$ cat src/rtl/subword_seq_pkg.sv
// Shared types, ids and S-box arithmetic for the time-multiplexed SubWord engine.
package subword_seq_pkg;

    typedef logic [7:0] byte_t;
    typedef byte_t [3:0] word_t;

    typedef enum logic [1:0] {IDLE, BUSY, DONE} state_t;

    localparam logic ID_KX = 1'b0;
    localparam logic ID_CS = 1'b1;

    localparam int ARB_RR    = 0;
    localparam int ARB_FIXED = 1;

    function automatic byte_t gf_mul(input byte_t a, input byte_t b);
        byte_t p;
        byte_t aa;
        byte_t bb;
        p  = '0;
        aa = a;
        bb = b;
        for (int i = 0; i < 8; i++) begin
            if (bb[0]) p = p ^ aa;
            aa = aa[7] ? ((aa << 1) ^ 8'h1b) : (aa << 1);
            bb = bb >> 1;
        end
        return p;
    endfunction

    // Inverse as x^254 (x^2 * x^4 * ... * x^128), which also maps 0 to 0.
    function automatic byte_t sbox_calc(input byte_t x);
        byte_t inv;
        byte_t sq;
        inv = 8'h01;
        sq  = x;
        for (int i = 1; i < 8; i++) begin
            sq  = gf_mul(sq, sq);
            inv = gf_mul(inv, sq);
        end
        return inv ^ {inv[6:0], inv[7]} ^ {inv[5:0], inv[7:6]}
                   ^ {inv[4:0], inv[7:5]} ^ {inv[3:0], inv[7:4]} ^ 8'h63;
    endfunction

endpackage

$ cat src/rtl/subword_arb2.sv
// Two-way grant between key expansion and cipher state, round-robin or kx-first.
module subword_arb2
    import subword_seq_pkg::*;
#(
    parameter int ARB_MODE = ARB_RR
) (
    input  logic clk,
    input  logic rst,
    input  logic grant_en,
    input  logic req_kx,
    input  logic req_cs,
    output logic gnt_kx,
    output logic gnt_cs
);

    logic last_grant_q, last_grant_d;
    logic pick_cs;

    always_comb begin
        pick_cs = req_cs;
        if (req_kx && req_cs) begin
            pick_cs = (ARB_MODE == ARB_FIXED) ? 1'b0 : (last_grant_q == ID_KX);
        end
        gnt_kx = grant_en && req_kx && !pick_cs;
        gnt_cs = grant_en && req_cs && pick_cs;

        last_grant_d = last_grant_q;
        if (gnt_kx) last_grant_d = ID_KX;
        if (gnt_cs) last_grant_d = ID_CS;
    end

    // Reset to cs so that kx wins the first tie.
    always_ff @(posedge clk) begin
        if (rst) last_grant_q <= ID_CS;
        else     last_grant_q <= last_grant_d;
    end

endmodule

$ cat src/rtl/subword_seq_sbox.sv
// Combinational AES forward S-box.
module subword_seq_sbox
    import subword_seq_pkg::*;
(
    input  byte_t in_byte,
    output byte_t out_byte
);

    assign out_byte = sbox_calc(in_byte);

endmodule

$ cat src/rtl/subword_seq.sv
// SubWord engine: BYTES_PER_CYCLE shared S-boxes serialise a 32-bit word.
// Define SUBWORD_SEQ_PIPE_EN to register the S-box outputs (BUSY grows by one cycle).
//
//   state | meaning
//   IDLE  | waiting for a request, grant ready to the arbitration winner
//   BUSY  | pushing bytes through the S-boxes into the result register
//   DONE  | result presented on o_valid until the consumer takes it
module subword_seq
    import subword_seq_pkg::*;
#(
    parameter int BYTES_PER_CYCLE = 1,
    parameter int ARB_MODE        = ARB_RR
) (
    input  logic        clk,
    input  logic        rst,
    input  logic        kx_valid,
    output logic        kx_ready,
    input  logic [31:0] kx_word,
    input  logic        cs_valid,
    output logic        cs_ready,
    input  logic [31:0] cs_word,
    output logic        o_valid,
    input  logic        o_ready,
    output logic [31:0] o_word,
    output logic        o_id,
    output logic        busy
);

    localparam logic [1:0] STEP     = 2'(BYTES_PER_CYCLE);
    localparam logic [1:0] LAST_IDX = 2'(4 - BYTES_PER_CYCLE);

    state_t     state_q, state_d;
    logic [1:0] idx_q, idx_d;
    word_t      data_q, data_d;
    word_t      res_q, res_d;
    logic       id_q, id_d;
    logic       o_valid_q, o_valid_d;

    logic       gnt_kx, gnt_cs;
    logic       issue, wr_en, wr_last;
    logic [1:0] wr_idx;
    byte_t      sb_out  [BYTES_PER_CYCLE];
    byte_t      wr_byte [BYTES_PER_CYCLE];

    subword_arb2 #(.ARB_MODE(ARB_MODE)) u_arb (
        .clk      (clk),
        .rst      (rst),
        .grant_en (state_q == IDLE),
        .req_kx   (kx_valid),
        .req_cs   (cs_valid),
        .gnt_kx   (gnt_kx),
        .gnt_cs   (gnt_cs)
    );

    for (genvar g = 0; g < BYTES_PER_CYCLE; g++) begin : g_sbox
        subword_seq_sbox u_sbox (
            .in_byte  (data_q[idx_q + 2'(g)]),
            .out_byte (sb_out[g])
        );
    end

`ifdef SUBWORD_SEQ_PIPE_EN
    byte_t      pipe_q [BYTES_PER_CYCLE];
    byte_t      pipe_d [BYTES_PER_CYCLE];
    logic [1:0] pipe_idx_q, pipe_idx_d;
    logic       pipe_vld_q, pipe_vld_d;

    // Stop issuing once the last group sits in the stage; the extra cycle only drains it.
    assign wr_en   = pipe_vld_q;
    assign wr_idx  = pipe_idx_q;
    assign wr_byte = pipe_q;
    assign wr_last = pipe_vld_q && (pipe_idx_q == LAST_IDX);
    assign issue   = (state_q == BUSY) && !wr_last;

    always_comb begin
        pipe_vld_d = issue;
        pipe_idx_d = idx_q;
        for (int i = 0; i < BYTES_PER_CYCLE; i++) pipe_d[i] = sb_out[i];
    end
`else
    assign wr_en   = (state_q == BUSY);
    assign wr_idx  = idx_q;
    assign wr_byte = sb_out;
    assign wr_last = wr_en && (idx_q == LAST_IDX);
    assign issue   = wr_en;
`endif

    always_comb begin
        state_d   = state_q;
        idx_d     = idx_q;
        data_d    = data_q;
        res_d     = res_q;
        id_d      = id_q;
        o_valid_d = o_valid_q;

        if (wr_en) begin
            for (int i = 0; i < BYTES_PER_CYCLE; i++) res_d[wr_idx + 2'(i)] = wr_byte[i];
        end

        case (state_q)
            IDLE: begin
                if (gnt_kx || gnt_cs) begin
                    data_d  = gnt_cs ? cs_word : kx_word;
                    id_d    = gnt_cs ? ID_CS : ID_KX;
                    idx_d   = '0;
                    state_d = BUSY;
                end
            end
            BUSY: begin
                if (issue) idx_d = idx_q + STEP;
                if (wr_last) begin
                    idx_d     = '0;
                    state_d   = DONE;
                    o_valid_d = 1'b1;
                end
            end
            DONE: begin
                if (o_ready) begin
                    state_d   = IDLE;
                    o_valid_d = 1'b0;
                end
            end
            default: state_d = IDLE;
        endcase
    end

    always_ff @(posedge clk) begin
        if (rst) begin
            state_q   <= IDLE;
            idx_q     <= '0;
            data_q    <= '0;
            res_q     <= '0;
            id_q      <= 1'b0;
            o_valid_q <= 1'b0;
`ifdef SUBWORD_SEQ_PIPE_EN
            pipe_idx_q <= '0;
            pipe_vld_q <= 1'b0;
            for (int i = 0; i < BYTES_PER_CYCLE; i++) pipe_q[i] <= '0;
`endif
        end else begin
            state_q   <= state_d;
            idx_q     <= idx_d;
            data_q    <= data_d;
            res_q     <= res_d;
            id_q      <= id_d;
            o_valid_q <= o_valid_d;
`ifdef SUBWORD_SEQ_PIPE_EN
            pipe_idx_q <= pipe_idx_d;
            pipe_vld_q <= pipe_vld_d;
            for (int i = 0; i < BYTES_PER_CYCLE; i++) pipe_q[i] <= pipe_d[i];
`endif
        end
    end

    assign kx_ready = gnt_kx;
    assign cs_ready = gnt_cs;
    assign o_valid  = o_valid_q;
    assign o_word   = res_q;
    assign o_id     = id_q;
    assign busy     = (state_q != IDLE);

    a_idx_in_range: assert property (@(posedge clk) disable iff (rst)
        (state_q == BUSY) |-> (({1'b0, idx_q} + 3'(BYTES_PER_CYCLE)) <= 3'd4));

endmodule

$ cat config.mk
export PLATFORM = sky130hd
export DESIGN_NAME = subword_seq
export DESIGN_NICKNAME = d
export VERILOG_FILES = /design/src/rtl/subword_seq_pkg.sv /design/src/rtl/subword_arb2.sv /design/src/rtl/subword_seq_sbox.sv /design/src/rtl/subword_seq.sv
export SDC_FILE = /design/constraint.sdc
export NUM_CORES = 1
export LEC_CHECK = 0
export CAP_MARGIN = 40
export CORE_MARGIN = 1.5
export CORE_UTILIZATION = 60
export CTS_BUF_LIST = sky130_fd_sc_hd__clkbuf_8
export DETAILED_ROUTE_END_ITERATION = 16
export GPL_TIMING_DRIVEN = 0
export PLACE_DENSITY_LB_ADDON = 0.08
export SYNTH_ARGS = -nofsm -noshare
export SYNTH_HDL_FRONTEND = slang
export SYNTH_HIERARCHICAL = 1
export SYNTH_SLANG_ARGS = --single-unit
$ cat constraint.sdc
create_clock -name clk -period 19.3 [get_ports clk]
set_input_delay 3.86 -clock clk [delete_from_list [all_inputs] [get_ports clk]]
set_output_delay 3.86 -clock clk [all_outputs]
set_load 0.02 [all_outputs]
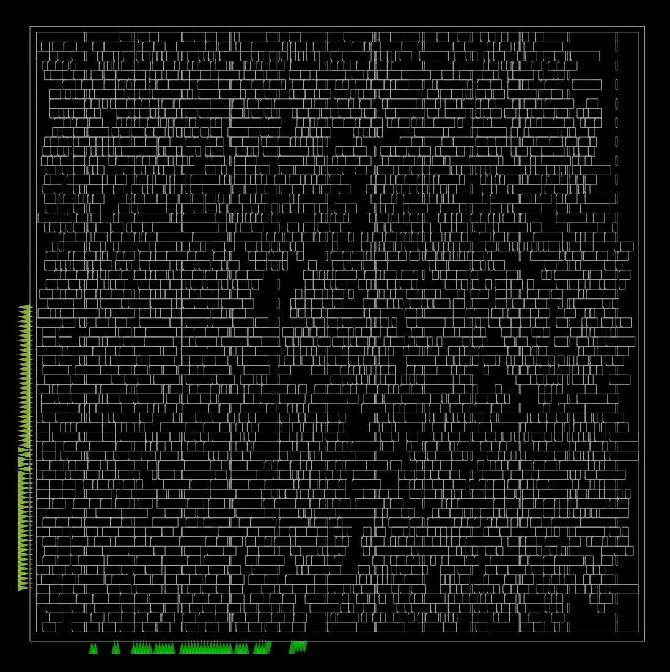
(images/final_placement.png)
# rows: 63
fillers: 2531
Seq cells: 71

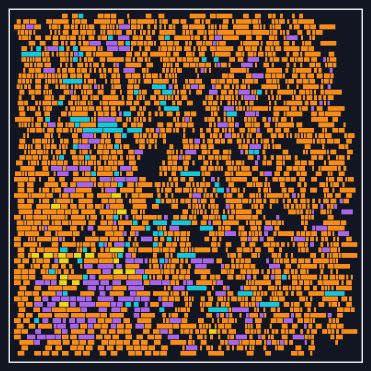
(images/drive_strength.png)
Scale: 2 px per um.
[drive 3 to 4] cyan | cells: 76 | share: 3.2%
[drive 6 and up] yellow | cells: 18 | share: 0.75%
[drive 1 or less] orange | cells: 2095 | share: 87%
[drive 2] purple | cells: 220 | share: 9.1%

==> run notes <==
yosys + openroad results -> outcome=finished clean, OpenROAD warning count=29, Syn-to-layout area delta=12.7%, Signal buf overhead=0.103, critical-path maximum fanout=10, Main logic family=XOR/XNOR gates, family with the most delay on the worst path=XOR/XNOR gates, total congestion overflow=0, Num CTS Buffers=9, synth warn=6, critical path arrival=18.85 ns, Commonest flop=dfxtp_1, highest-count logic cell in the final layout=xnor2_1, DRC Markers=0, area fraction in compound gates=0.189, Critical Path End Type=register, IO buf count=105, CP max stage delay=0.60 ns, WL met2=25300 um, biggest area consumer among synthesized cells=xnor2_1, Synth Instances=2259, CP endpoint=o_word[18], Routability Congestion=0.967, Adder Area Share=0.00769, remaining antenna violation count=0, largest net degree at the start of global routing=14, mux share=0.0856, share of post-route cells with drive strength above 1=0.130, WP buf/inv=11, root buffer cell=clkbuf_8, Core Area=29500 um^2, drt pass-1 iters=8, simple share=0.193, number of I/O pins=106, Cell Area, Placed=19500 um^2, met2 Use GR=0.562, Synth Register Bits=71, Hold Path Depth=2, 1st-iter DRT viols=1959, min-delay src=o_id, Least-Margin Pin Slew=0.932 ns, initial antenna violation count=0, Hold Buf Count CTS=0, Clock-cell share=0.00856, worst r2r path cells=65, crit path launch type=register, nets@finish=2484, fraction of registers with async set/reset=0, clk sink count=71, CTS tree=done, Slowest cell on crit path=mux4_2, GRT Total Usage=0.346, CLK BUF=9, WL/cell=19.7 um, first-pass GRT wire length=87500 um, number of enable flip-flop cells=0, period utilisation layout=0.962, worst hold slack=0.505 ns, Post-CTS Resized=10, mi-comb count=1997, final worst slack=0.734 ns, final std cells w/o fill=2799, Die Area=30900 um^2, most frequent cell after synthesis=xnor2_1, met1 GRT Util=0.479, f_max=53.9 MHz, CTS clock-pin slew for the worst setup and hold paths=0.08 ns, DPL Wire Length=41700 um, DR WL met3=4780 um, Synth Cell Area=17900 um^2, H-tree depth=3, # setup viols final=0, Stages on worst setup path=65, Seq/Total Area, Yosys=0.0794, final count of pins violating max slew=0, die span in y=176 um, Hold Crit Class=reg -> reg, GRT met3 Usage=0.0496, top cell category=logic gates, Placed Cells=2766, Seq/total area=0.0705, final hold vios=0, number of global-route vias before repair=16600, combinational share of cell area=0.789, post-synth top area share=0.183, Yosys cell types=107, flip-flop and latch area=1420 um^2, endpoint of the worst hold path=o_id, xor/xnor share=0.395, chip width=176 um, syn nets=2339, Worst Setup SP=idx_q[0], Inverters, non-clock=26, CTS max path bufs=2, synth cell count leaders=374 x xnor2_1, 334 x nor2_1, 166 x nand2_1, postcts setup bufs=0, fin area=20200 um^2, routed vias=17600, WL final=55100 um, final core occ=0.684, ant diodes=0, logic area=15900 um^2, tap cells=390, Synth area leaders=xnor2_1 18%, xnor3_1 10%, dfxtp_1 7.9%, nor2_1 7.0%, mux2i_1 6.8%, yosys stat chip area=17900 um^2, pre-CTS WS=-0.818 ns, GRT Max-Usage Layer=met2, highest metal used=met4, MaxCap Viol Count=0, reg-to-reg endpoint=o_word[18], Max transition margin=0.374, Worst-Skew Late Latency=0.35 ns, Critical Path RT=19.59 ns, met1 WL=23800 um, Mapped Avg Cell Area=7.92 um^2
